`config.mk`:
```
export PLATFORM = sky130hd
export DESIGN_NAME = mc_ctrl_flat
export DESIGN_NICKNAME = d
export VERILOG_FILES = /design/src/rtl/mc_pkg.sv /design/src/rtl/mc_ctrl_if.sv /design/src/rtl/mc_alu_dec.sv /design/src/rtl/mc_ctrl.sv /design/src/flat_wrapper.sv
export SDC_FILE = /design/constraint.sdc
export NUM_CORES = 1
export LEC_CHECK = 0
export CAP_MARGIN = 25
export CORE_MARGIN = 1
export CORE_UTILIZATION = 34
export DETAILED_ROUTE_END_ITERATION = 12
export GPL_TIMING_DRIVEN = 0
export PLACE_DENSITY = 0.83
export SLEW_MARGIN = 0
export SYNTH_ARGS = -nofsm -noshare
export SYNTH_HDL_FRONTEND = slang
export SYNTH_HIERARCHICAL = 1
export SYNTH_SLANG_ARGS = --single-unit
```
`constraint.sdc`:
```
create_clock -name clk -period 2.3 [get_ports clk]
set_input_delay 0.46 -clock clk [delete_from_list [all_inputs] [get_ports clk]]
set_output_delay 0.46 -clock clk [all_outputs]
set_load 0.1 [all_outputs]
```
`src/rtl/mc_pkg.sv`:
```
// mc_pkg: shared types and encodings for the multi-cycle MIPS controller.
// States, opcodes, ALU codes and datapath mux select values.
package mc_pkg;

  typedef enum logic [3:0] {
    S_FETCH,
    S_DECODE,
    S_MEM_ADR,
    S_MEM_RD,
    S_MEM_WB,
    S_MEM_WR,
    S_R_EXE,
    S_R_WB,
    S_I_EXE,
    S_I_WB,
    S_BRANCH,
    S_JUMP
  } state_t;

  localparam logic [5:0] OP_RTYPE = 6'h00;
  localparam logic [5:0] OP_J     = 6'h02;
  localparam logic [5:0] OP_JAL   = 6'h03;
  localparam logic [5:0] OP_BEQ   = 6'h04;
  localparam logic [5:0] OP_ADDIU = 6'h09;
  localparam logic [5:0] OP_ORI   = 6'h0d;
  localparam logic [5:0] OP_LUI   = 6'h0f;
  localparam logic [5:0] OP_LW    = 6'h23;
  localparam logic [5:0] OP_SW    = 6'h2b;

  localparam logic [5:0] FN_ADDU = 6'h21;
  localparam logic [5:0] FN_SUBU = 6'h23;
  localparam logic [5:0] FN_SLT  = 6'h2a;

  localparam logic [4:0] ALU_ADD = 5'd0;
  localparam logic [4:0] ALU_SUB = 5'd1;
  localparam logic [4:0] ALU_OR  = 5'd2;
  localparam logic [4:0] ALU_SLT = 5'd3;
  localparam logic [4:0] ALU_LUI = 5'd4;

  localparam logic [1:0] RD_RT = 2'b00;
  localparam logic [1:0] RD_RD = 2'b01;
  localparam logic [1:0] RD_RA = 2'b10;

  localparam logic [1:0] WD_ALU = 2'b00;
  localparam logic [1:0] WD_MDR = 2'b01;
  localparam logic [1:0] WD_PC  = 2'b10;

  localparam logic [1:0] SB_REG    = 2'b00;
  localparam logic [1:0] SB_FOUR   = 2'b01;
  localparam logic [1:0] SB_EXT    = 2'b10;
  localparam logic [1:0] SB_EXT_SH = 2'b11;

  localparam logic [1:0] PS_ALU    = 2'b00;
  localparam logic [1:0] PS_ALUOUT = 2'b01;
  localparam logic [1:0] PS_JUMP   = 2'b10;

  function automatic logic is_legal(
    input logic [5:0] op,
    input logic [5:0] funct
  );
    if (op == OP_RTYPE)
      return (funct == FN_ADDU) ||
             (funct == FN_SUBU) ||
             (funct == FN_SLT);
    return (op == OP_J)     || (op == OP_JAL) ||
           (op == OP_BEQ)   || (op == OP_ADDIU) ||
           (op == OP_ORI)   || (op == OP_LUI) ||
           (op == OP_LW)    || (op == OP_SW);
  endfunction

endpackage

```
`src/rtl/mc_ctrl_if.sv`:
```
// mc_ctrl_if: controller <-> datapath bundle.
// master = controller, slave = datapath (IR fields, flags, memory ready).
interface mc_ctrl_if;
  logic [5:0] op;
  logic [5:0] funct;
  logic       zero;
  logic       mem_ready;
  logic       pc_wr;
  logic       ir_wr;
  logic       iord;
  logic       mem_rd;
  logic       mem_wr;
  logic [1:0] reg_dst;
  logic [1:0] data_to_reg;
  logic       reg_wr;
  logic       alu_src_a;
  logic [1:0] alu_src_b;
  logic       ext_op;
  logic [4:0] alu_ctr;
  logic [1:0] pc_src;
  logic       illegal;

  modport master (
    input  op, funct, zero, mem_ready,
    output pc_wr, ir_wr, iord, mem_rd, mem_wr,
    output reg_dst, data_to_reg, reg_wr,
    output alu_src_a, alu_src_b, ext_op, alu_ctr,
    output pc_src, illegal
  );

  modport slave (
    output op, funct, zero, mem_ready,
    input  pc_wr, ir_wr, iord, mem_rd, mem_wr,
    input  reg_dst, data_to_reg, reg_wr,
    input  alu_src_a, alu_src_b, ext_op, alu_ctr,
    input  pc_src, illegal
  );
endinterface

```
`src/rtl/mc_alu_dec.sv`:
```
// mc_alu_dec: ALU operation and extender mode for the current state.
// R-type ops come from funct, I-type from op; address phases add.
module mc_alu_dec
  import mc_pkg::*;
(
  input  state_t     st,
  input  logic [5:0] op,
  input  logic [5:0] funct,
  output logic [4:0] alu_ctr,
  output logic       ext_op
);

  // per-state ALU op and extend mode
  always_comb begin
    alu_ctr = ALU_ADD;
    ext_op  = 1'b0;
    unique case (st)
      S_DECODE,
      S_MEM_ADR: ext_op = 1'b1;
      S_R_EXE: begin
        unique case (1'b1)
          (funct == FN_SUBU): alu_ctr = ALU_SUB;
          (funct == FN_SLT):  alu_ctr = ALU_SLT;
          default:            alu_ctr = ALU_ADD;
        endcase
      end
      S_I_EXE: begin
        unique case (1'b1)
          (op == OP_ORI): alu_ctr = ALU_OR;
          (op == OP_LUI): alu_ctr = ALU_LUI;
          default: begin
            alu_ctr = ALU_ADD;
            ext_op  = 1'b1;
          end
        endcase
      end
      S_BRANCH: alu_ctr = ALU_SUB;
      default: begin
        alu_ctr = ALU_ADD;
        ext_op  = 1'b0;
      end
    endcase
  end

endmodule

```
`src/rtl/mc_ctrl.sv`:
```
// mc_ctrl: multi-cycle MIPS control FSM with memory ready stalls.
// Define MC_CTRL_PERF_EN to build the cycle/retire counters.
module mc_ctrl
  import mc_pkg::*;
#(
  parameter int PERF_W = 32
) (
  input  logic              clk,
  input  logic              reset,
  mc_ctrl_if.master         bus,
  output logic [PERF_W-1:0] cyc_cnt,
  output logic [PERF_W-1:0] ins_cnt
);

  state_t state;
  state_t next;
  state_t cur;
  logic   legal;

  assign cur   = reset ? S_FETCH : state;
  assign legal = is_legal(bus.op, bus.funct);

  // next instruction phase
  always_comb begin
    next = state;
    unique case (state)
      S_FETCH:
        if (bus.mem_ready) next = S_DECODE;
      S_DECODE: begin
        next = S_FETCH;
        if (legal) begin
          unique case (1'b1)
            (bus.op == OP_LW),
            (bus.op == OP_SW):    next = S_MEM_ADR;
            (bus.op == OP_RTYPE): next = S_R_EXE;
            (bus.op == OP_ORI),
            (bus.op == OP_ADDIU),
            (bus.op == OP_LUI):   next = S_I_EXE;
            (bus.op == OP_BEQ):   next = S_BRANCH;
            default:              next = S_JUMP;
          endcase
        end
      end
      S_MEM_ADR:
        next = (bus.op == OP_LW) ? S_MEM_RD : S_MEM_WR;
      S_MEM_RD:
        if (bus.mem_ready) next = S_MEM_WB;
      S_MEM_WR:
        if (bus.mem_ready) next = S_FETCH;
      S_R_EXE: next = S_R_WB;
      S_I_EXE: next = S_I_WB;
      default: next = S_FETCH;
    endcase
  end

  // state register
  always_ff @(posedge clk) begin
    if (reset) state <= S_FETCH;
    else       state <= next;
  end

  // Moore outputs; reset forces the FETCH view with enables off
  always_comb begin
    bus.pc_wr       = 1'b0;
    bus.ir_wr       = 1'b0;
    bus.iord        = 1'b0;
    bus.mem_rd      = 1'b0;
    bus.mem_wr      = 1'b0;
    bus.reg_wr      = 1'b0;
    bus.reg_dst     = RD_RT;
    bus.data_to_reg = WD_ALU;
    bus.alu_src_a   = 1'b0;
    bus.alu_src_b   = SB_FOUR;
    bus.pc_src      = PS_ALU;
    bus.illegal     = 1'b0;
    unique case (cur)
      S_FETCH: begin
        bus.mem_rd = 1'b1;
        bus.ir_wr  = bus.mem_ready;
        bus.pc_wr  = bus.mem_ready;
      end
      S_DECODE: begin
        bus.alu_src_b = SB_EXT_SH;
        bus.illegal   = ~legal;
      end
      S_MEM_ADR: begin
        bus.alu_src_a = 1'b1;
        bus.alu_src_b = SB_EXT;
      end
      S_MEM_RD: begin
        bus.mem_rd = 1'b1;
        bus.iord   = 1'b1;
      end
      S_MEM_WB: begin
        bus.reg_wr      = 1'b1;
        bus.data_to_reg = WD_MDR;
      end
      S_MEM_WR: begin
        bus.mem_wr = 1'b1;
        bus.iord   = 1'b1;
      end
      S_R_EXE: begin
        bus.alu_src_a = 1'b1;
        bus.alu_src_b = SB_REG;
      end
      S_R_WB: begin
        bus.reg_wr  = 1'b1;
        bus.reg_dst = RD_RD;
      end
      S_I_EXE: begin
        bus.alu_src_a = 1'b1;
        bus.alu_src_b = SB_EXT;
      end
      S_I_WB: bus.reg_wr = 1'b1;
      S_BRANCH: begin
        bus.alu_src_a = 1'b1;
        bus.alu_src_b = SB_REG;
        bus.pc_src    = PS_ALUOUT;
        bus.pc_wr     = bus.zero;
      end
      S_JUMP: begin
        bus.pc_wr  = 1'b1;
        bus.pc_src = PS_JUMP;
        if (bus.op == OP_JAL) begin
          bus.reg_wr      = 1'b1;
          bus.reg_dst     = RD_RA;
          bus.data_to_reg = WD_PC;
        end
      end
      default: bus.illegal = 1'b0;
    endcase
    if (reset) begin
      bus.mem_rd = 1'b0;
      bus.ir_wr  = 1'b0;
      bus.pc_wr  = 1'b0;
    end
  end

  mc_alu_dec u_alu_dec (
    .st      (cur),
    .op      (bus.op),
    .funct   (bus.funct),
    .alu_ctr (bus.alu_ctr),
    .ext_op  (bus.ext_op)
  );

`ifdef MC_CTRL_PERF_EN
  localparam logic [PERF_W-1:0] ONE = PERF_W'(1);
  logic              retire;
  logic [PERF_W-1:0] cyc_q;
  logic [PERF_W-1:0] ins_q;

  assign retire = (state == S_MEM_WB) ||
                  (state == S_R_WB) ||
                  (state == S_I_WB) ||
                  (state == S_BRANCH) ||
                  (state == S_JUMP) ||
                  ((state == S_MEM_WR) && bus.mem_ready);

  // cycle and retired-instruction counters
  always_ff @(posedge clk) begin
    if (reset) begin
      cyc_q <= '0;
      ins_q <= '0;
    end else begin
      cyc_q <= cyc_q + ONE;
      if (retire) ins_q <= ins_q + ONE;
    end
  end

  assign cyc_cnt = cyc_q;
  assign ins_cnt = ins_q;
`else
  assign cyc_cnt = '0;
  assign ins_cnt = '0;
`endif

endmodule

```
`src/flat_wrapper.sv`:
```
// flat-port wrapper written by rule: the top's interface ports become plain ports
module mc_ctrl_flat import mc_pkg::*;
#(
  parameter int PERF_W = 32
)
  (clk, reset, cyc_cnt, ins_cnt, bus_op, bus_funct, bus_zero, bus_mem_ready, bus_pc_wr, bus_ir_wr, bus_iord, bus_mem_rd, bus_mem_wr, bus_reg_dst, bus_data_to_reg, bus_reg_wr, bus_alu_src_a, bus_alu_src_b, bus_ext_op, bus_alu_ctr, bus_pc_src, bus_illegal);
  mc_ctrl_if bus_i ();
  input  logic clk;
  input  logic reset;
  output logic [PERF_W-1:0] cyc_cnt;
  output logic [PERF_W-1:0] ins_cnt;
  input wire logic [$bits(bus_i.op)-1:0] bus_op;
  input wire logic [$bits(bus_i.funct)-1:0] bus_funct;
  input wire logic [$bits(bus_i.zero)-1:0] bus_zero;
  input wire logic [$bits(bus_i.mem_ready)-1:0] bus_mem_ready;
  output wire logic [$bits(bus_i.pc_wr)-1:0] bus_pc_wr;
  output wire logic [$bits(bus_i.ir_wr)-1:0] bus_ir_wr;
  output wire logic [$bits(bus_i.iord)-1:0] bus_iord;
  output wire logic [$bits(bus_i.mem_rd)-1:0] bus_mem_rd;
  output wire logic [$bits(bus_i.mem_wr)-1:0] bus_mem_wr;
  output wire logic [$bits(bus_i.reg_dst)-1:0] bus_reg_dst;
  output wire logic [$bits(bus_i.data_to_reg)-1:0] bus_data_to_reg;
  output wire logic [$bits(bus_i.reg_wr)-1:0] bus_reg_wr;
  output wire logic [$bits(bus_i.alu_src_a)-1:0] bus_alu_src_a;
  output wire logic [$bits(bus_i.alu_src_b)-1:0] bus_alu_src_b;
  output wire logic [$bits(bus_i.ext_op)-1:0] bus_ext_op;
  output wire logic [$bits(bus_i.alu_ctr)-1:0] bus_alu_ctr;
  output wire logic [$bits(bus_i.pc_src)-1:0] bus_pc_src;
  output wire logic [$bits(bus_i.illegal)-1:0] bus_illegal;
  assign bus_i.op = bus_op;
  assign bus_i.funct = bus_funct;
  assign bus_i.zero = bus_zero;
  assign bus_i.mem_ready = bus_mem_ready;
  assign bus_pc_wr = bus_i.pc_wr;
  assign bus_ir_wr = bus_i.ir_wr;
  assign bus_iord = bus_i.iord;
  assign bus_mem_rd = bus_i.mem_rd;
  assign bus_mem_wr = bus_i.mem_wr;
  assign bus_reg_dst = bus_i.reg_dst;
  assign bus_data_to_reg = bus_i.data_to_reg;
  assign bus_reg_wr = bus_i.reg_wr;
  assign bus_alu_src_a = bus_i.alu_src_a;
  assign bus_alu_src_b = bus_i.alu_src_b;
  assign bus_ext_op = bus_i.ext_op;
  assign bus_alu_ctr = bus_i.alu_ctr;
  assign bus_pc_src = bus_i.pc_src;
  assign bus_illegal = bus_i.illegal;
  mc_ctrl #(.PERF_W(PERF_W)) u_core (.clk(clk), .reset(reset), .bus(bus_i), .cyc_cnt(cyc_cnt), .ins_cnt(ins_cnt));
endmodule
```
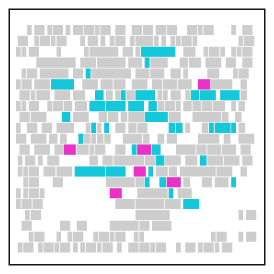
run_1/logic_types.png
(4 px per um)
legend:
  AND-OR and OR-AND gates:
    color: magenta
    cells: 6
    where: center
  NOR gates:
    color: cyan
    cells: 36
    most_used: nor2_1
fraction of area in multi-input gates: 46.7%
Non-Filler Instances: 346

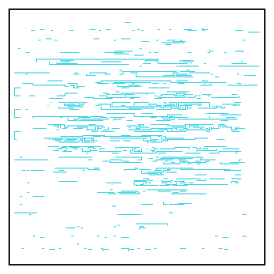
run_1/layer_met1.png
(4 px per um)
nets with wire on the layer: 252
share of all routed wire: 40%
longest straight run: 30.4 um

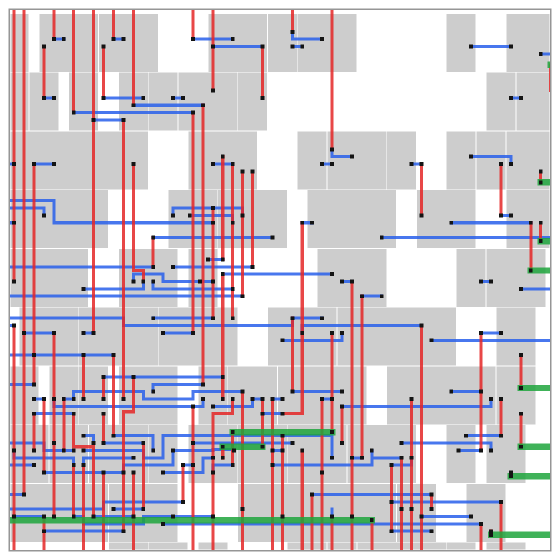
run_1/detail.png
Region (35, 35) to (60, 60) um. Cells in gray, sequential cells in the stronger gray; small squares are vias.
legend:
  metal 1:
    color: blue
  metal 3:
    color: green
  metal 2:
    color: red
most frequent: buf_4 (13), conb_1 (13)
cells with their middle in the window: 64
sequential cells in the window: 0

run 1: how the worst max path moves through the flow:
stage | endpoint | depth (start not counted)
after floorplan | bus_reg_dst[1] | 6
after global placement | bus_reg_wr | 6
after detailed placement | bus_reg_wr | 6
after CTS | bus_alu_ctr[1] | 8
after global routing | bus_illegal | 8
final | bus_pc_src[0] | 6
run 1: kinds of logic (layout without fill, tap and decap cells):
logic type | count (synthesis) | count (layout) | share of synthesized area (%)
compound gates | 35 | 35 | 19.2
xor+xnor | 2 | 2 | 1.36
buf+inv | 81 | 127 | 44.3
flops | 4 | 4 | 6.23
mux | 1 | 1 | 0.779
other cells | 2 | 66 | 0.584
simple gates | 65 | 65 | 27.6
run 1: Yosys cell counts, drive strengths merged (2+ instances only):
master / n
conb: 2
and3: 3
nor2: 21
o22ai: 2
nand4: 2
inv: 6
buf: 73
nand2b: 3
dfxtp: 4
nor2b: 5
o21ai: 7
nor4: 3
a211oi: 4
nor3: 6
a21oi: 5
and4: 2
nand2: 9
o32ai: 2
a31oi: 3
xnor2: 2
nand3: 6
run 1: tightest hold or removal path: stages (launching register included):
cell	delay (ps)
dfxtp_2	370
nor2_1	80
and3_1	150
run 1: repair_timing:
action | in CTS | in global routing
hold buffers | 0 | 0
setup buffers | 5 | 3
gates resized | 137 | 35
endpoints found under the hold margin | 0 | 0
setup endpoints to repair | 20 | 13
pin swaps | 6 | 5
run 1: metal layers:
layer,up-vias,wire length (um)
met5,-,0
met4,0,8
li1,743,-
met1,628,1440
met3,2,347
met2,75,1810
run 1: per-stage QoR:
stage,std cells,utilization [%],hold WS [ps]
CTS,343,65.7,678
floorplan,254,-,585
finish,346,67.6,653
global route,346,67.6,675
global placement,335,60.7,642
detailed placement,335,60.7,643
==> qor.csv, run 1 <==
metric;value;unit
status;complete, no violations;
fin_skew;4.10;ps
synth-edff-count;0;
antenna_cells;0;
yosys_area;0.00128;sq mm
powerComb;787;uW
seq-cell-share;3.63;%
initCoreUtil;37.0;%
die-area;0.00403;sq mm
largest_area_cell;buf_4;
combGateArea;0.00109;sq mm
logic_gate_count;169;
area_growth;82.4;%
path_clk_slew;30;ps
initialDrtViolationCount;84;
largest_reg_flops;4;
die_w;63.5;um
nets;318;
yosys_cells;190;
drt_first_pass_iters;4;
cts-root-buf;clkbuf_8;
post-place-ws;-1350;ps
--- run 2 (diff from run 1) ---
--- a/config.mk
+++ b/config.mk
@@ -7,10 +7,9 @@
 export LEC_CHECK = 0
 export CAP_MARGIN = 25
 export CORE_MARGIN = 1
-export CORE_UTILIZATION = 34
+export CORE_UTILIZATION = 25
 export DETAILED_ROUTE_END_ITERATION = 12
-export GPL_TIMING_DRIVEN = 0
-export PLACE_DENSITY = 0.83
+export PLACE_DENSITY = 0.64
 export SLEW_MARGIN = 0
 export SYNTH_ARGS = -nofsm -noshare
 export SYNTH_HDL_FRONTEND = slang
==> run 2 against run 1 <==
Effect of this change: core utilization shrank 24 points; setup slack gained 40 ps; highest routed layer unchanged; non-clock buffer count shrank 42; critical endpoint is now bus_reg_dst[1]; critical path type unchanged; hold slack gained 39 ps; sequential share of layout area grew 0.15 points; synthesized area is the same.
==> qor.csv, run 2 <==
metric;value;unit;change
synth.comb.largest_family;buffers and inverters;;unchanged
antenna_cells;0;;unchanged
path_clk_slew;30;ps;about the same
yosys_cells;190;;unchanged
synth-edff-count;0;;unchanged
die_w;73.7;um;was 63.5 um
mux_share;0.779;%;unchanged
largest_reg_flops;4;;unchanged
maxUsedRoutingLayer;met4;;unchanged
synthTopCellsByCount;buf_4, nor2_1, nand2_1;;unchanged
post-place-ws;-320;ps;was -1350 ps
hold_ws;691;ps;was 653 ps
wl_met2;1570;um;was 1810 um
largest_area_cell;buf_4;;unchanged
powerComb;721;uW;was 787 uW
combGateArea;0.00105;sq mm;was 0.00109 sq mm
cts_hold_buffers;0;;unchanged
status;complete, no violations;;unchanged
initialDrtViolationCount;71;;was 84
die-area;0.00543;sq mm;was 0.00403 sq mm
yosys_area;0.00128;sq mm;unchanged
drt_first_pass_iters;4;;unchanged
adder_share;0;%;unchanged
initCoreUtil;26.5;%;was 37.0%
nets;276;;was 318
post-cts-setup-buffers;2;;was 5
ys_sh_aoi;19.2;%;unchanged
[run 2: cell count changes in the layout (fill, tap and decap cells not counted), moves of 4 or more]
cell / delta
clkdlybuf4s15_2: -6
buf_12: +16
buf_2: -7
buf_6: -8
dlygate4sd2_1: +4
nor2_4: -4
buf_4: -35
[run 2: worst max path at each step]
| stage | startpoint | to | slack [ps] | cells past startpoint |
|---|---|---|---|---|
| after floorplan | reset | bus_reg_dst[1] | -390 | 6 |
| after global placement | bus_op[2] | bus_illegal | -320 | 7 |
| after detailed placement | bus_op[2] | bus_illegal | -320 | 7 |
| after CTS | bus_funct[4] | bus_alu_ctr[1] | 7 | 5 |
| after global routing | bus_funct[0] | bus_illegal | 10 | 7 |
| final | reset | bus_reg_dst[1] | 80 | 7 |
[run 2: worst max-delay path, cell delays in order]
cell	delay (ps)
clkdlybuf4s15_2	250
buf_4	180
nor2_2	150
nand3_2	120
nor2_4	150
and4_4	270
buf_12	180
[run 2: layout make-up]
cell class / count / share of cell area (%)
Multi-Input combinational cell: 169 / 49.6
Timing Repair Buffer: 75 / 39.5
Tap cell: 67 / 3.96
Sequential cell: 4 / 3.78
Clock buffer: 3 / 1.95
Inverter: 7 / 1.24
[run 2: through the flow]
step | power, mW | instance area, sq um | util (%) | setup TNS, ps | std cells
finish | 0.941 | 2120 | 43.7 | 0 | 325
global route | 0.972 | 2120 | 43.7 | 0 | 325
detailed placement | 0.793 | 2040 | 42.1 | -3390 | 320
CTS | 0.944 | 2120 | 43.7 | 0 | 325
global placement | 0.791 | 2040 | 42.1 | -3400 | 320
floorplan | 0.765 | 1700 | - | -968 | 254
[run 2: cell families after synthesis]
family,Yosys count
AND-OR/OR-AND,35
XOR/XNOR,2
buffers and inverters,81
flip-flops,4
multiplexers,1
other,2
AND/OR/NAND/NOR,65
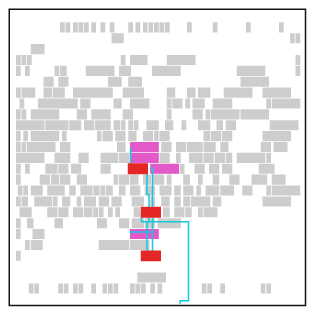
run_2/clk_routes.png
(4 px per um)
legend:
  clock wires:
    color: cyan
    length: 104 um
  flip-flops:
    color: magenta
    count: 4
  clock drivers:
    color: red
    count: 3
flops lie: center
routed clock nets: 4
Clk. pwr: 147 uW
Skew-Pair Late Insertion Delay: 220 ps
clock skew: 4.51 ps
clock power share: 15.6%

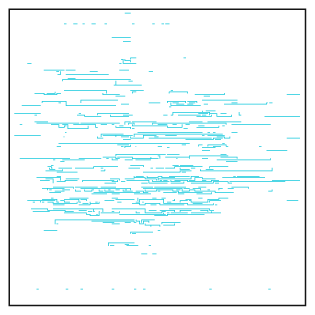
run_2/layer_met1.png
(4 px per um)
share of all routed wire: 44%
nets with wire on the layer: 190
longest straight run: 32.7 um
wire length on this layer: 1440 um
Total Routed Length: 3240 um
met1 GRT Util: 16.0%
DR vias: 1331

--- run 3 (diff from run 2) ---
--- a/config.mk
+++ b/config.mk
@@ -8,6 +8,7 @@
 export CAP_MARGIN = 25
 export CORE_MARGIN = 1
 export CORE_UTILIZATION = 25
+export CTS_CLUSTER_DIAMETER = 80
 export DETAILED_ROUTE_END_ITERATION = 12
 export PLACE_DENSITY = 0.64
 export SLEW_MARGIN = 0
==> run 3 against run 2 <==
Effect of this change: first-iteration DRC count stayed put; via count stayed put; combinational power hardly changed; largest power group unchanged.
==> qor.csv, run 3 <==
metric;value;unit;change
status;complete, no violations;;unchanged
wl;3240;um;unchanged
wl_met1;1440;um;unchanged
crit_end;bus_reg_dst[1];;unchanged
drt_first_pass_iters;4;;unchanged
insertion_delay;220;ps;about the same
cp.depth;7;;unchanged
critPathTopFamily;simple AND/OR/NAND/NOR gates;;unchanged
met3_length;213;um;unchanged
largest_reg_flops;4;;unchanged
yosys_area;0.00128;sq mm;unchanged
critPathMaxStageDelay;270;ps;about the same
synth_top_cell_by_count;buf_4;;unchanged
synth-edff-count;0;;unchanged
path_buffers;3;;unchanged
min_period;2220;ps;unchanged
initCoreUtil;26.5;%;unchanged
placed_area;0.00204;sq mm;unchanged
die_w;73.7;um;unchanged
vias;1331;;unchanged
post-place-ws;-320;ps;unchanged
clkPwrFrac;15.6;%;about the same
yosysWarnings;6;;unchanged
path_cells;clkdlybuf4s15_2, buf_4, nor2_2, nand3_2, nor2_4, and4_4, buf_12;;unchanged
initialDrtViolationCount;71;;unchanged
die-area;0.00543;sq mm;unchanged
final_area;0.00212;sq mm;unchanged
synthTopCellsByCount;buf_4, nor2_1, nand2_1;;unchanged
final-hold-violation-count;0;;unchanged
hold_ws;691;ps;unchanged
antenna_cells;0;;unchanged
slowest_stage;and4_4;;unchanged
maxUsedRoutingLayer;met4;;unchanged
p_sw;648;uW;unchanged
path_clk_slew;30;ps;about the same
wl_met2;1570;um;unchanged
nets;276;;unchanged
largest_area_cell;buf_4;;unchanged
crit_start;reset;;unchanged
area_growth;64.9;%;unchanged
cts-root-buf;clkbuf_8;;unchanged
[run 3: cell counts in the layout (fill, tap and decap cells not counted)]
Identical to the previous run, type by type.
[run 3: worst min-delay path, cell delays in order]
cell	delay, ps
clkbuf_2	150
o21ai_1	150
o32ai_1	80
[run 3: power by group through the flow]
stage / clock, mW / combinational [mW] / sequential (mW)
finish: 0.147 / 0.721 / 0.0733
global placement: 0 / 0.717 / 0.0741
detailed placement: 0 / 0.719 / 0.0742
CTS: 0.151 / 0.720 / 0.0732
floorplan: 0 / 0.689 / 0.0756
global route: 0.155 / 0.744 / 0.0734
[run 3: area by class of cell]
class	instances	area (sq um)	area share (%)
tap	67	83.8	3.96
inverter	7	26.3	1.24
timing repair buffer	75	837	39.5
clock buffer	3	41.3	1.95
multi-input combinational	169	1050	49.6
sequential	4	80.1	3.78
[run 3: worst min path at each step]
stage | start | depth (start not counted) | endpoint
detailed placement | u_core/state[1] | 3 | u_core/state[2]
global route | bus_op[2] | 3 | u_core/state[0]
finish | bus_op[2] | 3 | u_core/state[0]
floorplan | u_core/state[1] | 2 | u_core/state[3]
CTS | u_core/state[1] | 3 | u_core/state[2]
global placement | u_core/state[1] | 3 | u_core/state[2]
[run 3: stage by stage]
step	TNS, ps	total power [mW]	instances
4_1_cts	0	0.944	325
3_3_place_gp	-3400	0.791	320
2_1_floorplan	-968	0.765	254
3_5_place_dp	-3390	0.793	320
5_1_grt	0	0.972	325
6_report	0	0.941	325
[run 3: logic make-up after synthesis]
family,share of synthesized area (%)
AND/OR/NAND/NOR,27.6
multiplexers,0.779
XOR/XNOR,1.36
other,0.584
buffers and inverters,44.3
flip-flops,6.23
AND-OR/OR-AND,19.2
[run 3: repair_timing]
item / in CTS / in global routing
resized: 17 / 6
setup endpoints to repair: 20 / 4
pin swaps: 5 / 4
setup buffers: 2 / 0
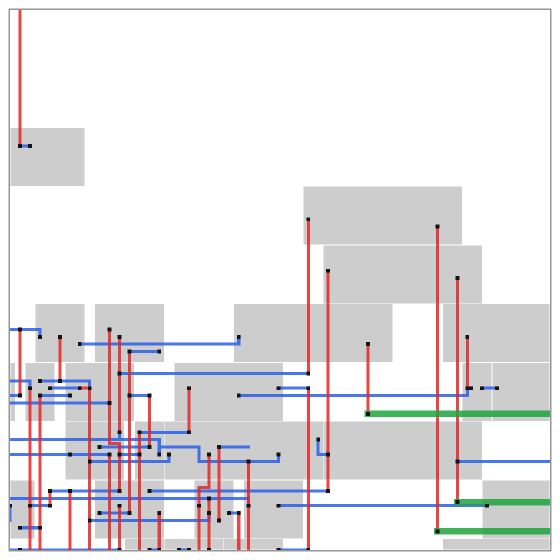
run_3/detail.png
Region (43, 43) to (68, 68) um. Cells in gray, sequential cells in the stronger gray; small squares are vias.
legend:
  metal 3:
    color: green
  metal 1:
    color: blue
  metal 2:
    color: red
most frequent: buf_12 (5)
cells with their middle in the window: 18
sequential cells in the window: 0

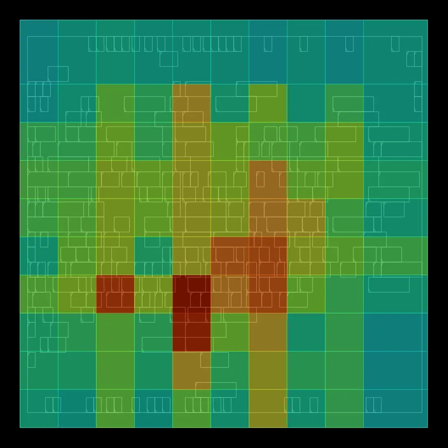
run_3/congestion.png
GR met2 Demand/Resource: 19.8%
final design utilization: 43.7%
Total GRT Usage: 12.1%
Avg WL per Cell: 9.97 um
busiest grt layer: met2

Power and IR drop assume default switching activity.
